Run 1, track usage over the die:
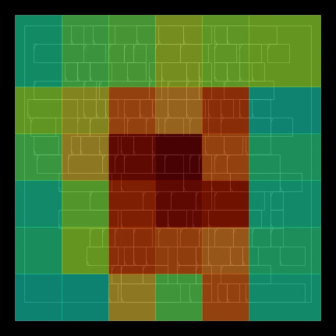
Run 1, sequential cells grouped by signal name:
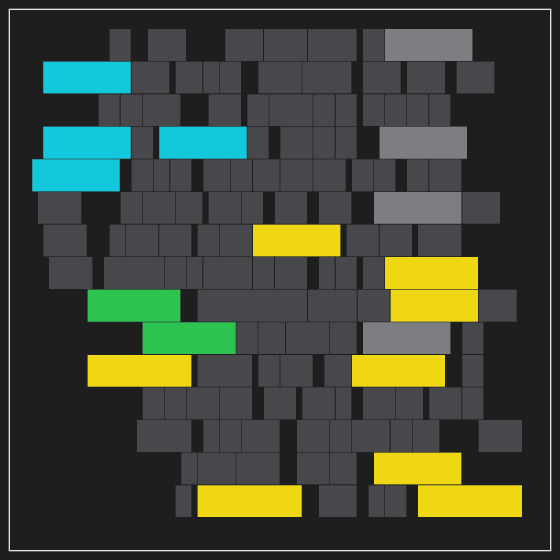
Run 1, routed clock nets over the placement:
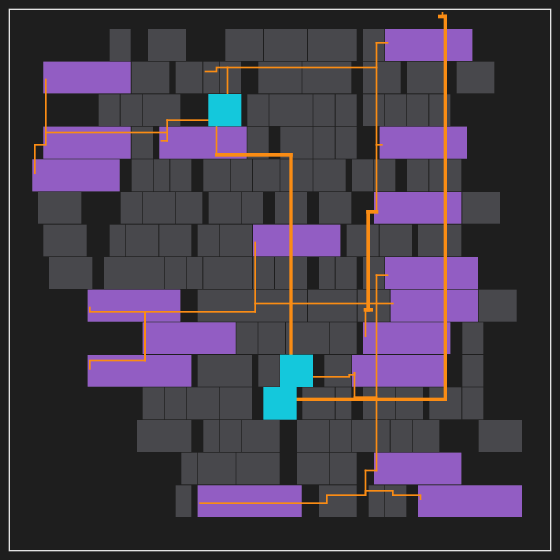
### src/rtl/mux_bus_demux4_if.sv
// Shared-bus beat input, pair output handshake and status for mux_bus_demux4.
// slave is the demux side, master is the side feeding beats and taking pairs.
interface mux_bus_demux4_if #(
   parameter int WIDTH = 4,
   parameter int CNT_W = 8
);
   logic             in_valid;
   logic             S;
   logic [WIDTH-1:0] F;
   logic             in_ready;
   logic             out_valid;
   logic             out_ready;
   logic [WIDTH-1:0] A_out;
   logic [WIDTH-1:0] B_out;
   logic [CNT_W-1:0] pair_cnt;
   logic             order_err;

   modport slave (
      input  in_valid, S, F, out_ready,
      output in_ready, out_valid, A_out, B_out, pair_cnt, order_err
   );

   modport master (
      output in_valid, S, F, out_ready,
      input  in_ready, out_valid, A_out, B_out, pair_cnt, order_err
   );
endinterface

### src/rtl/mux_bus_demux4.sv
// Re-assembles S-tagged beats on shared bus F into registered A/B pairs; DEMUX_ORDER_CHECK_EN enforces A-then-B.
// Latency: pair valid the cycle after the completing beat is accepted; no combinational path from F/S.
// Backpressure: in_ready drops while a pair is held; the pair stays stable until out_ready.
module mux_bus_demux4 #(
   parameter int WIDTH = 4,
   parameter int CNT_W = 8
) (
   input logic              clk,
   input logic              rst_n,
   mux_bus_demux4_if.slave  bus
);
   typedef enum logic [1:0] {
      IDLE  = 2'd0,
      GOT_A = 2'd1,
      FULL  = 2'd2,
      GOT_B = 2'd3
   } state_t;

   state_t           state_q, state_d;
   logic [WIDTH-1:0] a_q, a_d;
   logic [WIDTH-1:0] b_q, b_d;
   logic [CNT_W-1:0] cnt_q, cnt_d;
   logic             err_q, err_d;
   logic             accept;

   assign accept = bus.in_valid && (state_q != FULL);

   always_ff @(posedge clk) begin
      if (!rst_n) begin
         state_q <= IDLE;
         a_q     <= '0;
         b_q     <= '0;
         cnt_q   <= '0;
         err_q   <= 1'b0;
      end else begin
         state_q <= state_d;
         a_q     <= a_d;
         b_q     <= b_d;
         cnt_q   <= cnt_d;
         err_q   <= err_d;
      end
   end

   always_comb begin
      state_d = state_q;
      a_d     = a_q;
      b_d     = b_q;
      cnt_d   = cnt_q;
      err_d   = 1'b0;
      case (state_q)
         IDLE: begin
            if (accept) begin
               if (!bus.S) begin
                  a_d     = bus.F;
                  state_d = GOT_A;
               end else begin
`ifdef DEMUX_ORDER_CHECK_EN
                  err_d   = 1'b1;
`else
                  b_d     = bus.F;
                  state_d = GOT_B;
`endif
               end
            end
         end
         GOT_A: begin
            if (accept) begin
               if (bus.S) begin
                  b_d     = bus.F;
                  state_d = FULL;
               end else begin
                  // newest A replaces the held one
                  a_d     = bus.F;
`ifdef DEMUX_ORDER_CHECK_EN
                  err_d   = 1'b1;
`endif
               end
            end
         end
`ifndef DEMUX_ORDER_CHECK_EN
         GOT_B: begin
            if (accept) begin
               if (!bus.S) begin
                  a_d     = bus.F;
                  state_d = FULL;
               end else begin
                  b_d     = bus.F;
               end
            end
         end
`endif
         FULL: begin
            if (bus.out_ready) begin
               cnt_d   = cnt_q + CNT_W'(1);
               state_d = IDLE;
            end
         end
         default: state_d = IDLE;
      endcase
   end

   assign bus.in_ready  = (state_q != FULL);
   assign bus.out_valid = (state_q == FULL);
   assign bus.A_out     = a_q;
   assign bus.B_out     = b_q;
   assign bus.pair_cnt  = cnt_q;
   assign bus.order_err = err_q;
endmodule

### src/flat_wrapper.sv
// flat-port wrapper written by rule: the top's interface ports become plain ports
module mux_bus_demux4_flat 
#(
   parameter int WIDTH = 4,
   parameter int CNT_W = 8
)
  (clk, rst_n, bus_in_valid, bus_S, bus_F, bus_out_ready, bus_in_ready, bus_out_valid, bus_A_out, bus_B_out, bus_pair_cnt, bus_order_err);
  mux_bus_demux4_if #(.WIDTH(WIDTH), .CNT_W(CNT_W)) bus_i ();
  input logic clk;
  input logic rst_n;
  input wire logic [$bits(bus_i.in_valid)-1:0] bus_in_valid;
  input wire logic [$bits(bus_i.S)-1:0] bus_S;
  input wire logic [$bits(bus_i.F)-1:0] bus_F;
  input wire logic [$bits(bus_i.out_ready)-1:0] bus_out_ready;
  output wire logic [$bits(bus_i.in_ready)-1:0] bus_in_ready;
  output wire logic [$bits(bus_i.out_valid)-1:0] bus_out_valid;
  output wire logic [$bits(bus_i.A_out)-1:0] bus_A_out;
  output wire logic [$bits(bus_i.B_out)-1:0] bus_B_out;
  output wire logic [$bits(bus_i.pair_cnt)-1:0] bus_pair_cnt;
  output wire logic [$bits(bus_i.order_err)-1:0] bus_order_err;
  assign bus_i.in_valid = bus_in_valid;
  assign bus_i.S = bus_S;
  assign bus_i.F = bus_F;
  assign bus_i.out_ready = bus_out_ready;
  assign bus_in_ready = bus_i.in_ready;
  assign bus_out_valid = bus_i.out_valid;
  assign bus_A_out = bus_i.A_out;
  assign bus_B_out = bus_i.B_out;
  assign bus_pair_cnt = bus_i.pair_cnt;
  assign bus_order_err = bus_i.order_err;
  mux_bus_demux4 #(.WIDTH(WIDTH), .CNT_W(CNT_W)) u_core (.clk(clk), .rst_n(rst_n), .bus(bus_i));
endmodule
### config.mk
export PLATFORM = sky130hd
export DESIGN_NAME = mux_bus_demux4_flat
export DESIGN_NICKNAME = d
export VERILOG_FILES = /design/src/rtl/mux_bus_demux4_if.sv /design/src/rtl/mux_bus_demux4.sv /design/src/flat_wrapper.sv
export SDC_FILE = /design/constraint.sdc
export NUM_CORES = 1
export LEC_CHECK = 0
export ABC_CLOCK_PERIOD_IN_PS = 1300
export CORE_MARGIN = 1
export CORE_UTILIZATION = 42
export CTS_CLUSTER_SIZE = 12
export DETAILED_ROUTE_END_ITERATION = 7
export PLACE_DENSITY = 0.88
export SLEW_MARGIN = 25
export SYNTH_ARGS = -nofsm -noshare
export SYNTH_HDL_FRONTEND = slang
export SYNTH_SLANG_ARGS = --single-unit
### constraint.sdc
create_clock -name clk -period 1.3 [get_ports clk]
set_input_delay 0.195 -clock clk [delete_from_list [all_inputs] [get_ports clk]]
set_output_delay 0.195 -clock clk [all_outputs]
set_load 0.03 [all_outputs]
==> results.txt, run 1 <==
This note records the results obtained with Yosys and OpenROAD.

Logic synthesis
Yosys mapped a number of flops with a built-in enable equal to 0. By area, the combinational part of the netlist is dominated by simple AND/OR/NAND/NOR gates. The post-synthesis async set-or-reset flop share is 0%. The synthesis area per yosys is 779 um2. The number of warnings reported in the yosys synthesis log is 0.

The net count after synthesis is 102. Summed over its instances, the top area cell type makes up 46.2% of the synthesized netlist area. Yosys reported a register bit count of 18. The synthesized netlist devotes 23.9% of its cell area to simple gates.

Critical path
STA shows the worst reg2reg path with a cell count of 4. In this run the worst setup path begins at u_core.bus.pair_cnt[2]$_SDFFE_PN0P_. The sort of element at the end of the critical path is a register.

The report lists the cells along the critical path as nand4_2 -> buf_4 -> o31ai_1 -> a21oi_1. The longest individual stage delay on the worst path is 0.40 ns. The library cell contributing the largest single delay on the critical path is dfxtp_4.

The capture point of the critical path is u_core.bus.pair_cnt[7]$_SDFFE_PN0P_.

Clock network
The clock-pin slew on the worst setup and hold paths is 0.11 ns. The maximum clock path buffer count is 2. CTS built an H-tree with a depth of 1. The number of clock buffers inserted by TritonCTS is 3.

The post-CTS setup buffer count is 3. For this design, the CTS-stage hold fixing added 0 buffers. The buffer cell driving the clock tree root is clkbuf_4. TritonCTS built the clock tree.

Finish
The layout inverter count without the clock tree is 2. The area used by multi-input combinational logic is 412 um2. The number of filler cells placed in the layout is 140. The clock buffer and inverter area fraction after layout is 2.16%. Non-clock buffers make up 29.7% of the layout cell area. The count of antenna diodes in the layout is 0.

Non-clock buffers in the final layout number 42. After the flow finishes, the layout carries non-filler instances totaling 159. The finished design was reported to have a net count of 145.

Place
Counting tap cells, the placed design contains a total of 147 instances.

Die
The die is 45.1 um tall. The initial core utilization is 45.1%.

Detailed routing
Per the post-route antenna check, the number of violating nets is 0. The first routing iteration left 33 violations.

GRT
The initial antenna violation count is 0. The number of global-route vias before repair is 787. The overall overflow remaining after global route is 0. The first-pass GRT wire length is 3.24 mm.

STA
The final count of hold timing violations is 0. Measured against its own limit, the worst slew margin works out to 65.5%. The final cycle utilization of the critical path is 99.4%. The top achievable clock speed is 0.774 GHz.

Run status
The run finished with clean final reports.

Job
In this run the maximum-capacitance check reported violations numbering 0. The number of warnings in the stage logs is 27.

Worst hold path
The path type of the worst min-delay path is in -> reg.
## Picture notes: 'track usage over the die'
GR Util met3: 4.40%
most congested layer reported by global routing: met2
routed wire length per instance: 14.8 um
final core utilization: 70.6%

## Picture notes: 'sequential cells grouped by signal name'
color	netlist name	flops
cyan	u_core.bus.B_out	4
green	u_core.state_q	2
yellow	u_core.bus.pair_cnt	8
flop share of the area: 30.9%
power in sequential cells: 0.582 mW
register cell area after layout: 377 um2

## Picture notes: 'routed clock nets over the placement'
[orange] clock wires | length: 237 um
[cyan] clock-net drivers | count: 3
[purple] flip-flops | count: 18
routed clock nets	4
flops lie	spread over the die
worst skew pair latency: 0.30 ns
clock network fraction of design power: 26.8%
Clock net power: 0.299 mW
Worst Clk Skew: 0.00530 ns

run 1: per-stage QoR:
step	total power, mW	utilization (%)	setup TNS [ns]	cell area, um2	setup slack, ns
after CTS	1.08	67.5	0	1160	0.00270
final	1.12	70.6	0	1220	0.00769
after detailed placement	0.791	64.6	-1.35	1120	-0.279
after floorplan	0.700	-	0	791	0.0273
after global placement	0.785	64.6	-0.836	1120	-0.222
after global routing	1.15	70.6	-0.156	1220	-0.0965
run 1: layer usage:
metal  global-route usage [%]  up-vias  routed length, um
li1                         -      417                  -
met1                     25.2      430                955
met3                     4.40       14                129
met4                     20.6        0                116
met5                        0        -                  0
met2                     37.7       43               1150
run 1: state kept, by name, summed over array words and instances, names as in the netlist:
signal	cells
u_core.bus.A_out	4
u_core.bus.B_out	4
u_core.bus.pair_cnt	8
u_core.state_q	2
Run 1, wires at chosen ports, followed through buffers:
Scale bar: 10 um.
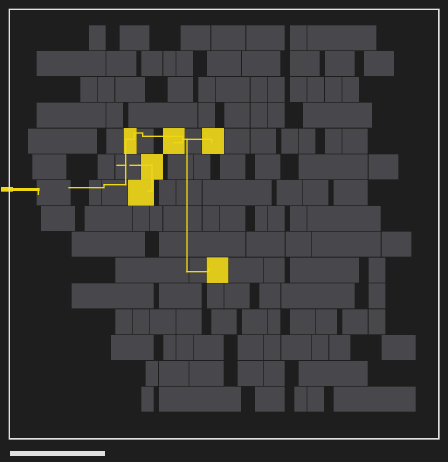

==> run 1 -> run 2 <==
- GPL_TIMING_DRIVEN: unset -> 0
- SKIP_CTS_REPAIR_TIMING: unset -> 1
Run 2, wires at chosen ports, followed through buffers:
Scale bar: 10 um.
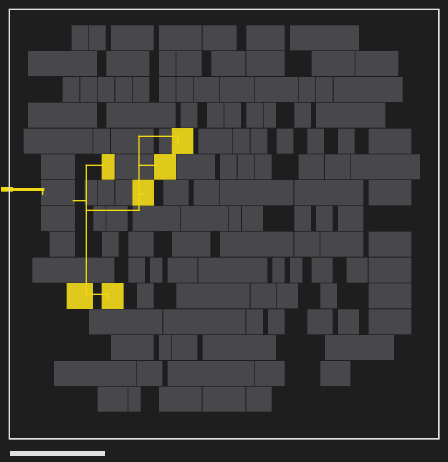
color	port	direction	end cells	buffers	wire
yellow	bus_in_valid	input	6	1	43.4 um

Run 2, routed clock nets over the placement:
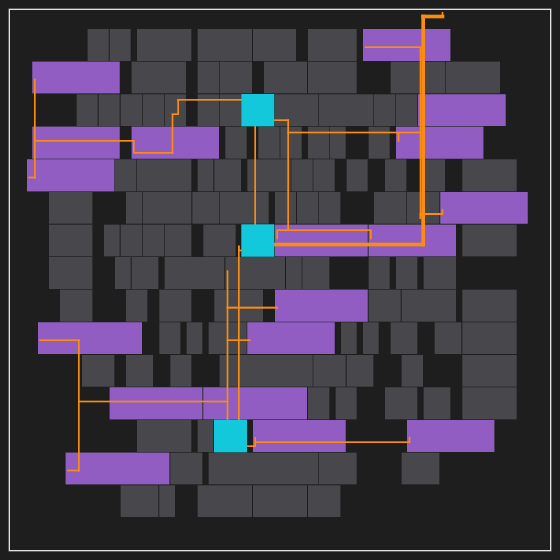
[orange] clock wires | length: 212 um
[purple] flip-flops | count: 18
[cyan] clock-net drivers | count: 3
flops lie	spread over the die

==> run 2 against run 1 <==
  * The run now ends with setup timing left
  * Sequential share of layout area fell by 1.0 points
  * Combinational power fell by 7%
  * Area after synthesis did not move
  * Via count fell by 11%
  * Largest cell class unchanged
  * Utilization rose by 2.4 points
  * Routed wire length fell by 18%
  * Worst setup slack got worse by 0.032 ns
  * Sequential power barely moved
==> results.txt, run 2 <==
This note records the results obtained with Yosys and OpenROAD.

Run status
The run finished, with violations left. The final reports fail on setup timing.

Critical path
The largest single stage delay on the critical path is 0.50 ns. For the worst flop-to-flop path, the logic depth is 4. The sort of element at the end of the critical path is a register.

The library cell contributing the largest single delay on the critical path is or4_1.

Logic synthesis
The number of warnings reported in the yosys synthesis log is 0. The basic-gate share of the synthesized area counting and, or, nand and nor cells is 23.9%. The area share of the largest cell type after synthesis is 46.2%.

Detailed routing
In this run the remaining antenna-violating nets after routing total 0. The total routed wire length on the met1 layer is 870 um. The detailed router reports a met3 wire length of 63 um.

Power and ir drop
The total power is 1.14 mW.

Finish
The area used by multi-input combinational logic is 420 um2. The final antenna diode tally reported by the flow is 0. At the end of the flow, the number of nets in the layout was 139.

STA
The accumulated negative setup slack is -0.0479 ns. The post-layout worst setup margin is -0.0240 ns. From the final report, the count of setup violators was given as 2.

Clock network
The buffer cell driving the clock tree root is clkbuf_4. In the CTS report, the clock slew at the register clock pins of the worst setup and hold paths is listed as 0.11 ns. The clock reaches the later pin of the worst-skew pair after 0.29 ns.

Worst hold path
STA reports the tightest min-delay check as being of type in -> reg.

GRT
The global routing met1 resource utilization is 26.2%. The number of global-route vias before repair is 691.

Place
Per the post-place timing report, worst setup slack is -0.429 ns.
run 2: cell types whose count changed in the layout (fill, tap and decap cells not counted), moves of 3 or more:
| cell | previous run | this run |
|---|---|---|
| dlymetal6s2s_1 | 1 | 17 |
| dlygate4sd2_1 | 9 | 0 |
| clkbuf_2 | 4 | 0 |
| clkdlybuf4s15_1 | 3 | 0 |
| buf_4 | 14 | 6 |
run 2: final cells by class:
class | count | area share (%)
tap | 25 | 2.48
sequential | 18 | 29.9
buffer | 4 | 2.68
multi-input combinational | 68 | 33.4
inverter | 2 | 0.596
timing repair buffer | 32 | 28.1
clock buffer | 4 | 2.88
run 2: power by group:
part	switching [mW]	internal (mW)
Sequential	0.0161	0.569
Clock	0.169	0.171
Combinational	0.114	0.102
Total	0.300	0.842
Power figures rest on the tool's default switching activity, not on a simulated workload.
